### src/rtl/register_write_arbiter_if.sv
// Handshake/bus bundle between the requesters and the write arbiter.
// The slave side is the arbiter; the master side is the requester logic.
interface register_write_arbiter_if #(
  parameter int N = 4,
  parameter int R = 4
);
  localparam int GW = $clog2(R);

  logic [R-1:0]   req;
  logic [R*N-1:0] data;
  logic [R-1:0]   ack;
  logic [N-1:0]   reg_d;
  logic           reg_en;
  logic [GW-1:0]  grant_id;
  logic           busy;

  modport master (
    output req, data,
    input  ack, reg_d, reg_en, grant_id, busy
  );

  modport slave (
    input  req, data,
    output ack, reg_d, reg_en, grant_id, busy
  );
endinterface

### src/rtl/register_write_arbiter.sv
// Round-robin write arbiter for one shared enable-gated register.
// IDLE picks a winner starting at ptr; GRANT drives D/en and ack for one cycle.
// All outputs come straight from flops.

// Per-requester qualifier: request sits at or above the rotating pointer.
module rwa_lane #(
  parameter int PW  = 2,
  parameter int IDX = 0
) (
  input  logic [PW-1:0] i_ptr,
  input  logic          i_req,
  output logic          o_hi
);
  localparam logic [PW-1:0] L_IDX = PW'(IDX);

  assign o_hi = i_req && (L_IDX >= i_ptr);
endmodule

module register_write_arbiter #(
  parameter int N = 4,
  parameter int R = 4
) (
  input  logic                     clk,
  input  logic                     rst,
  register_write_arbiter_if.slave  bus
);
  localparam int PW = $clog2(R);

  typedef enum logic {IDLE = 1'b0, GRANT = 1'b1} state_t;

  state_t          r_state, w_state_nx;
  logic [PW-1:0]   r_ptr, w_ptr_nx;
  logic [R-1:0]    r_ack, w_ack_nx;
  logic            r_en, w_en_nx;
  logic [N-1:0]    r_d, w_d_nx;
  logic [PW-1:0]   r_gid, w_gid_nx;
  logic            r_busy, w_busy_nx;

  logic [R-1:0]    w_hi;
  logic            w_found_hi, w_found_lo;
  logic [PW-1:0]   w_g_hi, w_g_lo, w_g;
  logic [N-1:0]    w_sel_d;

  // Mask of requests in the upper (higher-priority) segment of the rotation.
  for (genvar i = 0; i < R; i++) begin : g_lane
    rwa_lane #(.PW(PW), .IDX(i)) u_lane (
      .i_ptr (r_ptr),
      .i_req (bus.req[i]),
      .o_hi  (w_hi[i])
    );
  end

  // Winner: lowest index at/above ptr, else lowest index overall (wrap).
  always_comb begin
    w_found_hi = 1'b0;
    w_found_lo = 1'b0;
    w_g_hi     = '0;
    w_g_lo     = '0;
    for (int i = 0; i < R; i++) begin
      if (w_hi[i] && !w_found_hi) begin
        w_g_hi     = PW'(i);
        w_found_hi = 1'b1;
      end
      if (bus.req[i] && !w_found_lo) begin
        w_g_lo     = PW'(i);
        w_found_lo = 1'b1;
      end
    end
    w_g = w_found_hi ? w_g_hi : w_g_lo;
  end

  // Write data of the winner, sampled only at the IDLE decision edge.
  always_comb begin
    w_sel_d = '0;
    for (int i = 0; i < R; i++)
      if (w_g == PW'(i)) w_sel_d = bus.data[i*N +: N];
  end

  // Next state and next registered outputs; GRANT always returns to IDLE.
  always_comb begin
    w_state_nx = r_state;
    w_ptr_nx   = r_ptr;
    w_ack_nx   = '0;
    w_en_nx    = 1'b0;
    w_d_nx     = r_d;
    w_gid_nx   = r_gid;
    w_busy_nx  = 1'b0;
    case (r_state)
      IDLE: begin
        if (|bus.req) begin
          w_state_nx    = GRANT;
          w_ack_nx[w_g] = 1'b1;
          w_en_nx       = 1'b1;
          w_d_nx        = w_sel_d;
          w_gid_nx      = w_g;
          w_busy_nx     = 1'b1;
          w_ptr_nx      = (w_g == PW'(R-1)) ? '0 : w_g + 1'b1;
        end
      end
      GRANT: w_state_nx = IDLE;
      default: w_state_nx = IDLE;
    endcase
  end

  // State and output flops; async reset aborts an in-flight write.
  always_ff @(posedge clk or negedge rst) begin
    if (!rst) begin
      r_state <= IDLE;
      r_ptr   <= '0;
      r_ack   <= '0;
      r_en    <= 1'b0;
      r_d     <= '0;
      r_gid   <= '0;
      r_busy  <= 1'b0;
    end else begin
      r_state <= w_state_nx;
      r_ptr   <= w_ptr_nx;
      r_ack   <= w_ack_nx;
      r_en    <= w_en_nx;
      r_d     <= w_d_nx;
      r_gid   <= w_gid_nx;
      r_busy  <= w_busy_nx;
    end
  end

  assign bus.ack      = r_ack;
  assign bus.reg_en   = r_en;
  assign bus.reg_d    = r_d;
  assign bus.grant_id = r_gid;
  assign bus.busy     = r_busy;
endmodule

### src/flat_wrapper.sv
// flat-port wrapper written by rule: the top's interface ports become plain ports
module register_write_arbiter_flat 
#(
  parameter int N = 4,
  parameter int R = 4
)
  (clk, rst, bus_req, bus_data, bus_ack, bus_reg_d, bus_reg_en, bus_grant_id, bus_busy);
  register_write_arbiter_if #(.N(N), .R(R)) bus_i ();
  input  logic clk;
  input  logic rst;
  input wire logic [$bits(bus_i.req)-1:0] bus_req;
  input wire logic [$bits(bus_i.data)-1:0] bus_data;
  output wire logic [$bits(bus_i.ack)-1:0] bus_ack;
  output wire logic [$bits(bus_i.reg_d)-1:0] bus_reg_d;
  output wire logic [$bits(bus_i.reg_en)-1:0] bus_reg_en;
  output wire logic [$bits(bus_i.grant_id)-1:0] bus_grant_id;
  output wire logic [$bits(bus_i.busy)-1:0] bus_busy;
  assign bus_i.req = bus_req;
  assign bus_i.data = bus_data;
  assign bus_ack = bus_i.ack;
  assign bus_reg_d = bus_i.reg_d;
  assign bus_reg_en = bus_i.reg_en;
  assign bus_grant_id = bus_i.grant_id;
  assign bus_busy = bus_i.busy;
  register_write_arbiter #(.N(N), .R(R)) u_core (.clk(clk), .rst(rst), .bus(bus_i));
endmodule
### config.mk
export PLATFORM = sky130hd
export DESIGN_NAME = register_write_arbiter_flat
export DESIGN_NICKNAME = d
export VERILOG_FILES = /design/src/rtl/register_write_arbiter_if.sv /design/src/rtl/register_write_arbiter.sv /design/src/flat_wrapper.sv
export SDC_FILE = /design/constraint.sdc
export NUM_CORES = 1
export LEC_CHECK = 0
export ABC_CLOCK_PERIOD_IN_PS = 3200
export CORE_ASPECT_RATIO = 1.75
export CORE_MARGIN = 2
export CORE_UTILIZATION = 30
export DETAILED_ROUTE_END_ITERATION = 6
export PLACE_DENSITY = 0.68
export SYNTH_ARGS = -nofsm -noshare
export SYNTH_HDL_FRONTEND = slang
export SYNTH_SLANG_ARGS = --single-unit
### constraint.sdc
create_clock -name clk -period 3.2 [get_ports clk]
set_input_delay 0.48 -clock clk [delete_from_list [all_inputs] [get_ports clk]]
set_output_delay 0.48 -clock clk [all_outputs]
set_load 0.02 [all_outputs]
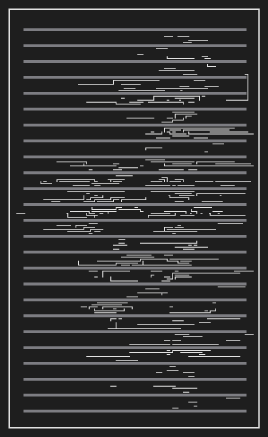
(run_1/met1.png)
Supply wires on this layer in grey.
The layer holds 40% of the routed length. The longest straight run is 15.2 um. The layer carries 791 um of wire. 106 nets have wire on it. The wires run mostly horizontal.
Via Count: 725
WL final: 2000 um
grt met1 use: 16.5%

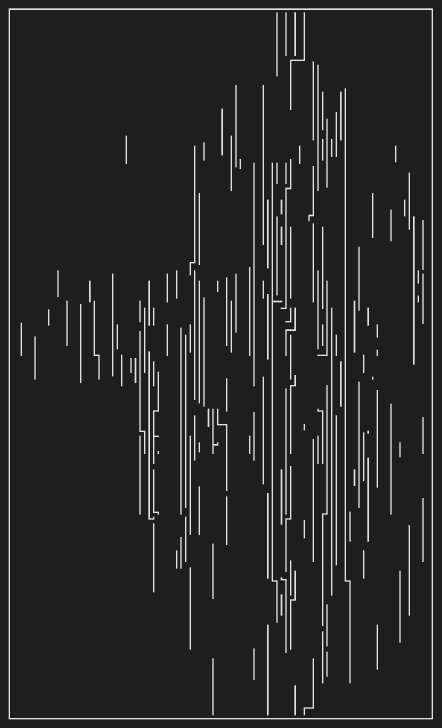
(run_1/met2.png)
The wires run mostly vertical. 119 nets have wire on it. The longest straight run is 49.6 um. The layer holds 52% of the routed length. The layer carries 1040 um of wire.
routing usage on met2: 26.3%

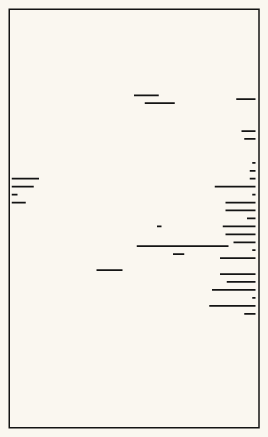
(run_1/met3.png)
The longest straight run is 15.4 um. 29 nets have wire on it. The layer carries 113 um of wire. The layer holds 5.7% of the routed length.
met3 usage: 2.02%

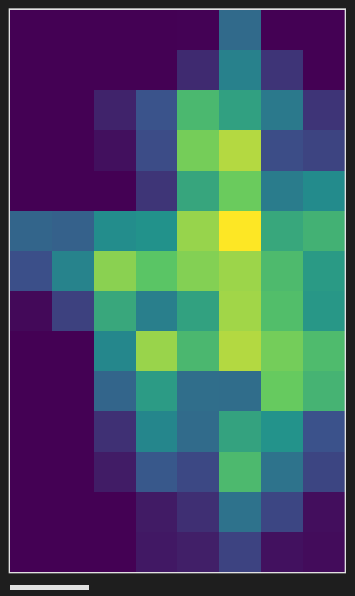
(run_1/wire_density.png)
Bar = 10 um. The die is cut into 8 by 14 equal tiles; dark purple is low, yellow is high, scaled to the fullest tile. Values are wire area over tile area, all layers added.
The fullest tile reaches 0.35. The emptiest ninth of the die: north-west. The mean over all tiles is 0.11.

==> flow_summary.json, run 1 <==
{
  "outcome": "finished clean",
  "power_per_cell_area_nw_per_um2": 784,
  "flops": 13,
  "logic_gate_count": 53,
  "seq-cell-share_pct": 27.8,
  "ys_warn_count": 0,
  "rr_endpoint": "u_core.bus.reg_d[1]$_DFFE_PN0P_",
  "cts.htree.levels": 1,
  "synthArstFlopShare_pct": 100,
  "crit_family": "AND-OR/OR-AND gates",
  "via_per_inst": 5.41,
  "place_congestion": 0.832,
  "logic_family": "AND-OR/OR-AND gates",
  "combGateArea_um2": 413,
  "cts_tree": "built",
  "synth_flops": 13,
  "rsz0062_at_grt": "no",
  "holdPathEnd": "u_core.bus.grant_id[0]$_DFFE_PN0P_",
  "antenna_found_initial": 0,
  "power_frac_clock_pct": 16.2,
  "post-place-ws_ps": 379,
  "clkTransAtPathRegs_ps": 60,
  "cp-endpoint": "u_core.bus.reg_d[1]$_DFFE_PN0P_",
  "drtPass1Iterations": 3,
  "dieWidth_um": 42.5,
  "r2r_slack_ps": 960,
  "tightest_slew_ps": 611,
  "clkCellAreaFrac_pct": 3.96,
  "fillers": 235,
  "final_common_cell": "clkdlybuf4s50_1",
  "dp_cells": 130,
  "well_tap_count": 26,
  "top_cell_area_share_pct": 41.8,
  "start_kind": "primary input",
  "period_needed_ps": 2550,
  "io_buffers": 33,
  "syn2layout_area_growth_pct": 50.2,
  "place_hpwl_um": 1590,
  "topRoutingLayerUsed": "met4",
  "n_all_inverters": 5,
  "synthAoiAreaFrac_pct": 25.7,
  "buf_share_pct": 28.3,
  "hold_class": "flop to flop",
  "die_area_um2": 3030,
  "switching_share_pct": 37.4,
  "ys_top_cells_by_area": "dfrtp_1 42%, ha_1 6.4%, a221o_1 5.1%",
  "worstPathMaxFanout": 9,
  "synthesis.nets": 101,
  "ys_cells": 75,
  "dominant-cell-class": "combinational gates",
  "p_leak_nw": 0.485,
  "cts_root_buf": "clkbuf_8",
  "cp_data_required_time_ps": 3380,
  "p_seq_mw": 0.278,
  "rr_startpoint": "u_core.r_ptr[1]$_DFFE_PN0P_",
  "met3_length_um": 113,
  "signal_buffers": 33,
  "enable_flop_cells": 0,
  "fa_ha_area_share_pct": 6.43,
  "final_max_slew_viol_count": 0,
  "holdWs_ps": 527,
  "nClkBuffers": 3,
  "critical_path_class": "primary input to flop",
  "placed_cell_area_um2": 1120,
  "synth_cell_types": 29,
  "maxCapViolCount": 0,
  "ys_sh_simple_pct": 19.0,
  "final-setup-viol-count": 0,
  "final_util_pct": 46.9,
  "synth_cells": 75,
  "insertion_delay_ps": 250,
  "power_frac_comb_pct": 53.5,
  "max_freq_mhz": 391,
  "synth-main-ff-cell": "dfrtp_1",
  "arrival_ps": 2730,
  "largest_area_cell": "dfrtp_1",
  "grt_max_degree": 14,
  "nNetsFinal": 135,
  "pg_comb_mw": 0.490,
  "endpoint_kind": "flop",
  "yosysChipArea_um2": 778,
  "fp_util_pct": 31.2,
  "finalSetupTns_ps": 0,
  "p_switching_mw": 0.343,
  "cp-startpoint": "bus_req[3]",
  "path_cells": "clkdlybuf4s50_1 -> nor2b_1 -> a22o_1 -> or3_1 -> ha_1 -> nand3b_1 -> a221o_1 -> a2bb2oi_1",
  "fin_total_pwr_mw": 0.916,
  "post_cts_buffers": 0,
  "yosys.cell_count.top_type": "dfrtp_1",
  "post_cts_resized": 0,
  "fin_cells": 134,
  "drive_gt1_share_pct": 7.41,
  "grt_overflow": 0,
  "routedWlPerCell_um": 14.9,
  "comb-cell-share_pct": 35.3,
  "top_power_group": "combinational cells",
  "drt_iter0_drc": 5,
  "cts-buffers-inserted": 3,
  "diodes": 0,
  "drc": 0,
  "grt_busiest_layer": "met2",
  "die_y_um": 71.4,
  "warnings": 29,
  "fp-row-count": 24,
  "whs_path_depth": 2
}
==> run_1/final_clocks.png <==
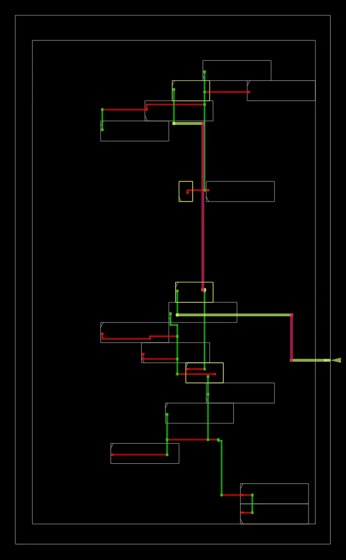

## Run 2: what changed since run 1
--- a/config.mk
+++ b/config.mk
@@ -5,7 +5,7 @@
 export SDC_FILE = /design/constraint.sdc
 export NUM_CORES = 1
 export LEC_CHECK = 0
-export ABC_CLOCK_PERIOD_IN_PS = 3200
+export ABC_CLOCK_PERIOD_IN_PS = 2600
 export CORE_ASPECT_RATIO = 1.75
 export CORE_MARGIN = 2
 export CORE_UTILIZATION = 30
==> constraint.sdc (replaced) <==
create_clock -name clk -period 2.6 [get_ports clk]
set_input_delay 0.39 -clock clk [delete_from_list [all_inputs] [get_ports clk]]
set_output_delay 0.39 -clock clk [all_outputs]
set_load 0.02 [all_outputs]
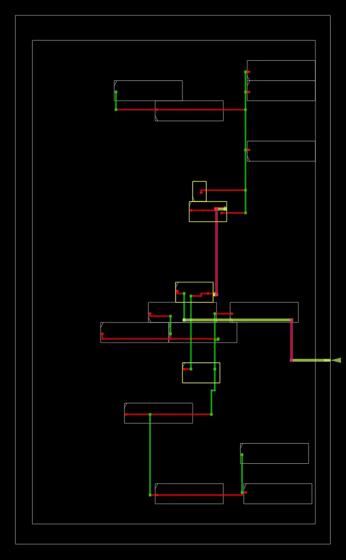
(run_2/final_clocks.png)
CTS sink count: 13
clk_skew: 6.03 ps
Latency at later pin: 250 ps

==> run 2 against run 1 <==
  * Global-route usage fell by 0.35 points
  * Final cell count rose by 3.0%
  * Critical path type unchanged
  * Register-to-register slack got worse by 540 ps
  * Utilization rose by 1.2 points
  * Sequential share of layout area fell by 0.70 points
==> flow_summary.json, run 2 <==
{
  "outcome": "finished clean",
  "ys_top_cells_by_count": "13 x dfrtp_1, 5 x a21oi_1, 5 x and2_1",
  "synthArstFlopShare_pct": 100,
  "seq-cell-share_pct": 27.1,
  "drt_iter0_drc": 7,
  "drive_gt1_share_pct": 10.7,
  "grt_overflow": 0,
  "ys_warn_count": 0,
  "largest_area_cell": "dfrtp_1",
  "finalHoldViolations": 0,
  "synth_cell_types": 29,
  "clkCellAreaFrac_pct": 3.86,
  "maxCapViolCount": 0,
  "dominant-cell-class": "combinational gates",
  "ys_top_cells_by_area": "dfrtp_1 42%, ha_1 6.4%, a221o_1 5.1%",
  "drc": 0,
  "cts-buffers-inserted": 3,
  "nClkBuffers": 3,
  "warnings": 29,
  "final_util_pct": 48.1,
  "endpoint_kind": "flop",
  "synth_flops": 13,
  "well_tap_count": 26,
  "via_per_inst": 5.28,
  "grt_busiest_layer": "met2",
  "rr_endpoint": "u_core.bus.reg_d[3]$_DFFE_PN0P_",
  "hold_class": "flop to flop",
  "period_needed_ps": 2350,
  "switching_share_pct": 37.0,
  "tightest_slew_ps": 600,
  "r2r_slack_ps": 420,
  "place_congestion": 0.835,
  "rr_startpoint": "u_core.r_ptr[1]$_DFFE_PN0P_",
  "power_frac_comb_pct": 54.3,
  "use_met1_pct": 14.6,
  "place_hpwl_um": 1650,
  "holdWs_ps": 511,
  "placed_cell_area_um2": 1150,
  "buf_share_pct": 30.1,
  "die_y_um": 71.4,
  "pg_comb_mw": 0.622,
  "use_met3_pct": 2.52,
  "synth_cells": 75,
  "cts_tree": "built",
  "post_cts_resized": 0,
  "combGateArea_um2": 413,
  "die_area_um2": 3030,
  "signal_buffers": 37,
  "drtPass1Iterations": 4,
  "cp-endpoint": "u_core.bus.reg_d[3]$_DFFE_PN0P_",
  "dp_cells": 134,
  "worstPathMaxFanout": 7,
  "clkTransAtPathRegs_ps": 60,
  "cp.depth": 8,
  "p_seq_mw": 0.341,
  "yosysChipArea_um2": 778,
  "cts.htree.levels": 1,
  "flops": 13,
  "final-setup-viol-count": 0,
  "crit_family": "simple AND/OR/NAND/NOR gates",
  "dieWidth_um": 42.5,
  "whs_path_depth": 2,
  "antenna_found_initial": 0,
  "fillers": 243,
  "fp_util_pct": 31.2,
  "enable_flop_cells": 0,
  "top_power_group": "combinational cells",
  "synthAoiAreaFrac_pct": 25.7,
  "yosys.cell_count.top_type": "dfrtp_1",
  "holdPathEnd": "u_core.bus.grant_id[0]$_DFFE_PN0P_",
  "path_cells": "clkdlybuf4s50_1 -> and2_1 -> a22o_1 -> or3_1 -> ha_1 -> nand3b_1 -> a221o_1 -> a2bb2oi_1",
  "p_leak_nw": 0.505,
  "ys_sh_simple_pct": 19.0,
  "max_freq_mhz": 425,
  "fa_ha_area_share_pct": 6.43,
  "arrival_ps": 2520,
  "comb-cell-share_pct": 34.4,
  "wl_um": 2070,
  "nNetsFinal": 139,
  "cp-startpoint": "bus_req[0]",
  "final_max_slew_viol_count": 0,
  "io_buffers": 33,
  "syn2layout_area_growth_pct": 54.0,
  "grt_max_degree": 14,
  "critical_path_class": "primary input to flop",
  "final_common_cell": "clkdlybuf4s50_1",
  "routedWlPerCell_um": 15.0,
  "cts_root_buf": "clkbuf_8",
  "n_all_inverters": 5,
  "met3_length_um": 129,
  "fin_cells": 138,
  "logic_gate_count": 53,
  "fp-row-count": 24,
  "diodes": 0,
  "power_per_cell_area_nw_per_um2": 954,
  "power_frac_clock_pct": 15.9,
  "fin_total_pwr_mw": 1.14,
  "p_switching_mw": 0.424,
  "rsz0062_at_grt": "no",
  "synth.cell_area_um2": 778,
  "fin_ws_ps": 246,
  "post-place-ws_ps": -30.9,
  "cp_data_required_time_ps": 2760,
  "logic_family": "AND-OR/OR-AND gates",
  "synthesis.nets": 101,
  "start_kind": "primary input",
  "finalSetupTns_ps": 0
}
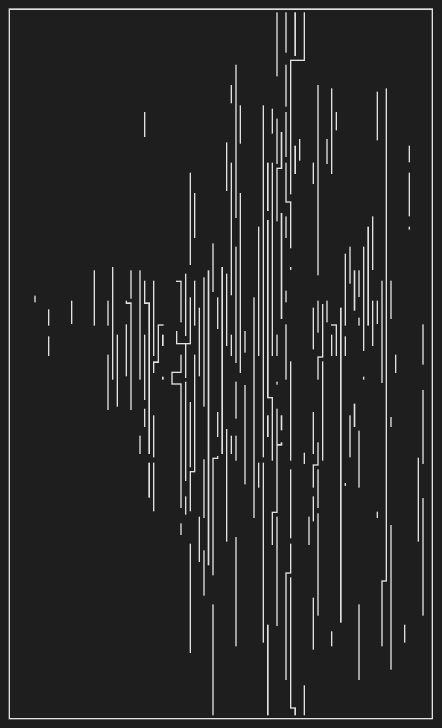
(run_2/met2.png)
The longest straight run is 49.6 um. The layer holds 54% of the routed length. The layer carries 1120 um of wire.
routing usage on met2: 28.2%
Via Count: 728

==> run_2/met3.png <==
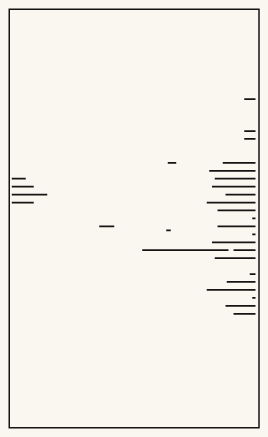

## Run 3: what changed since run 2
--- a/config.mk
+++ b/config.mk
@@ -6,11 +6,10 @@
 export NUM_CORES = 1
 export LEC_CHECK = 0
 export ABC_CLOCK_PERIOD_IN_PS = 2600
-export CORE_ASPECT_RATIO = 1.75
 export CORE_MARGIN = 2
-export CORE_UTILIZATION = 30
+export CORE_UTILIZATION = 41
 export DETAILED_ROUTE_END_ITERATION = 6
-export PLACE_DENSITY = 0.68
+export PLACE_DENSITY = 0.86
 export SYNTH_ARGS = -nofsm -noshare
 export SYNTH_HDL_FRONTEND = slang
 export SYNTH_SLANG_ARGS = --single-unit
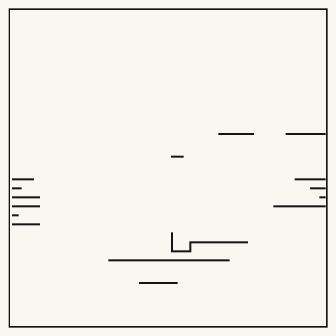
(run_3/met3.png)
15 nets have wire on it. The layer holds 4.3% of the routed length. The wires run mostly horizontal. The longest straight run is 17.9 um.

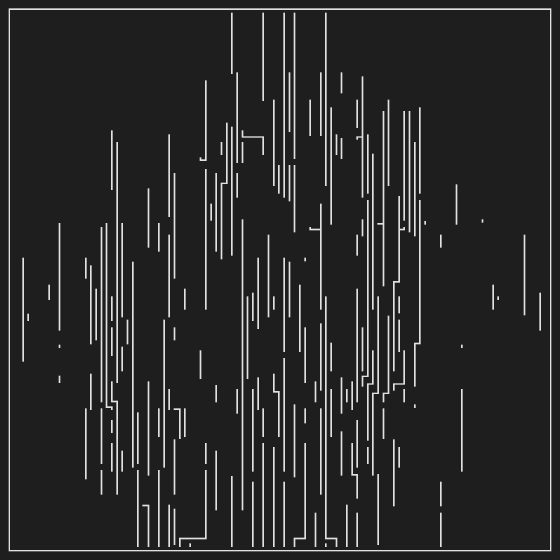
(run_3/met2.png)
The wires run mostly vertical. The layer carries 933 um of wire.

==> run 3 against run 2 <==
  * Largest cell class unchanged
  * Design area decreased by 1.8%
  * Highest routed layer unchanged
  * Area after synthesis stayed put
  * Sequential cell count unchanged
  * First-iteration DRC count rose to 2.6 times the previous value
  * Total power fell by 5.1%
  * Critical path depth unchanged
  * Clock-buffer cell count increased by 1
  * Fmax grew 3.1%
  * Utilization up 19 points
  * Largest power group unchanged
  * Sequential power is 1% higher
  * Wire length fell by 8.3%
==> flow_summary.json, run 3 <==
{
  "endpoint_kind": "flop",
  "flops": 13,
  "ys_top_cells_by_count": "13 x dfrtp_1, 5 x a21oi_1, 5 x and2_1",
  "period_needed_ps": 2280,
  "ys_top_cells_by_area": "dfrtp_1 42%, ha_1 6.4%, a221o_1 5.1%",
  "dieWidth_um": 47.6,
  "clkCellAreaFrac_pct": 2.23,
  "max_freq_mhz": 438,
  "clkTransAtPathRegs_ps": 80,
  "p_seq_mw": 0.345,
  "post-place-ws_ps": 28.7,
  "final-setup-viol-count": 0,
  "p_leak_nw": 0.494,
  "drtPass1Iterations": 4,
  "dp_cells": 133,
  "switching_share_pct": 38.5,
  "fp-row-count": 15,
  "fillers": 141,
  "maxCapViolCount": 0,
  "final_common_cell": "clkdlybuf4s50_1",
  "synthAoiAreaFrac_pct": 25.7,
  "use_met3_pct": 3.40,
  "place_hpwl_um": 1520,
  "cp_data_required_time_ps": 2800,
  "nNetsFinal": 139,
  "fin_ws_ps": 316,
  "nClkBuffers": 4,
  "synth_flops": 13,
  "synth_cells": 75,
  "critical_path_class": "primary input to flop",
  "antenna_found_initial": 0,
  "io_buffers": 33,
  "dominant-cell-class": "combinational gates",
  "drt_iter0_drc": 18,
  "top_power_group": "combinational cells",
  "place_congestion": 0.751,
  "combGateArea_um2": 413,
  "grt_max_degree": 14,
  "outcome": "finished clean",
  "synthArstFlopShare_pct": 100,
  "via_per_inst": 5.26,
  "fin_cells": 137,
  "power_frac_comb_pct": 56.9,
  "synthesis.nets": 101,
  "power_per_cell_area_nw_per_um2": 922,
  "met3_length_um": 82,
  "insertion_delay_ps": 280,
  "grt_busiest_layer": "met2",
  "fa_ha_area_share_pct": 6.43,
  "largest_area_cell": "dfrtp_1",
  "rr_endpoint": "u_core.bus.reg_d[3]$_DFFE_PN0P_",
  "cts_tree": "built",
  "ys_sh_simple_pct": 19.0,
  "rr_startpoint": "u_core.r_ptr[1]$_DFFE_PN0P_",
  "worstPathMaxFanout": 7,
  "power_frac_clock_pct": 11.4,
  "holdWs_ps": 467,
  "cp-startpoint": "bus_req[0]",
  "cts.sinks": 13,
  "yosys.cell_count.top_type": "dfrtp_1",
  "grt_overflow": 0,
  "seq-cell-share_pct": 27.6,
  "drive_gt1_share_pct": 9.82,
  "hold_class": "primary input to asynchronous set/reset pin",
  "fin_worst_skew_ps": 7.22,
  "cts.htree.levels": 1,
  "finalSetupTns_ps": 0,
  "placed_cell_area_um2": 1150,
  "warnings": 29,
  "final_util_pct": 66.7,
  "yosysChipArea_um2": 778,
  "enable_flop_cells": 0,
  "fp_util_pct": 44.1,
  "die_area_um2": 2260,
  "n_all_inverters": 5,
  "die_y_um": 47.6,
  "fin_total_pwr_mw": 1.09,
  "met2_usage_pct": 33.5,
  "p_switching_mw": 0.417,
  "cts_root_buf": "clkbuf_4"
}
Power figures rest on the tool's default switching activity, not on a simulated workload.
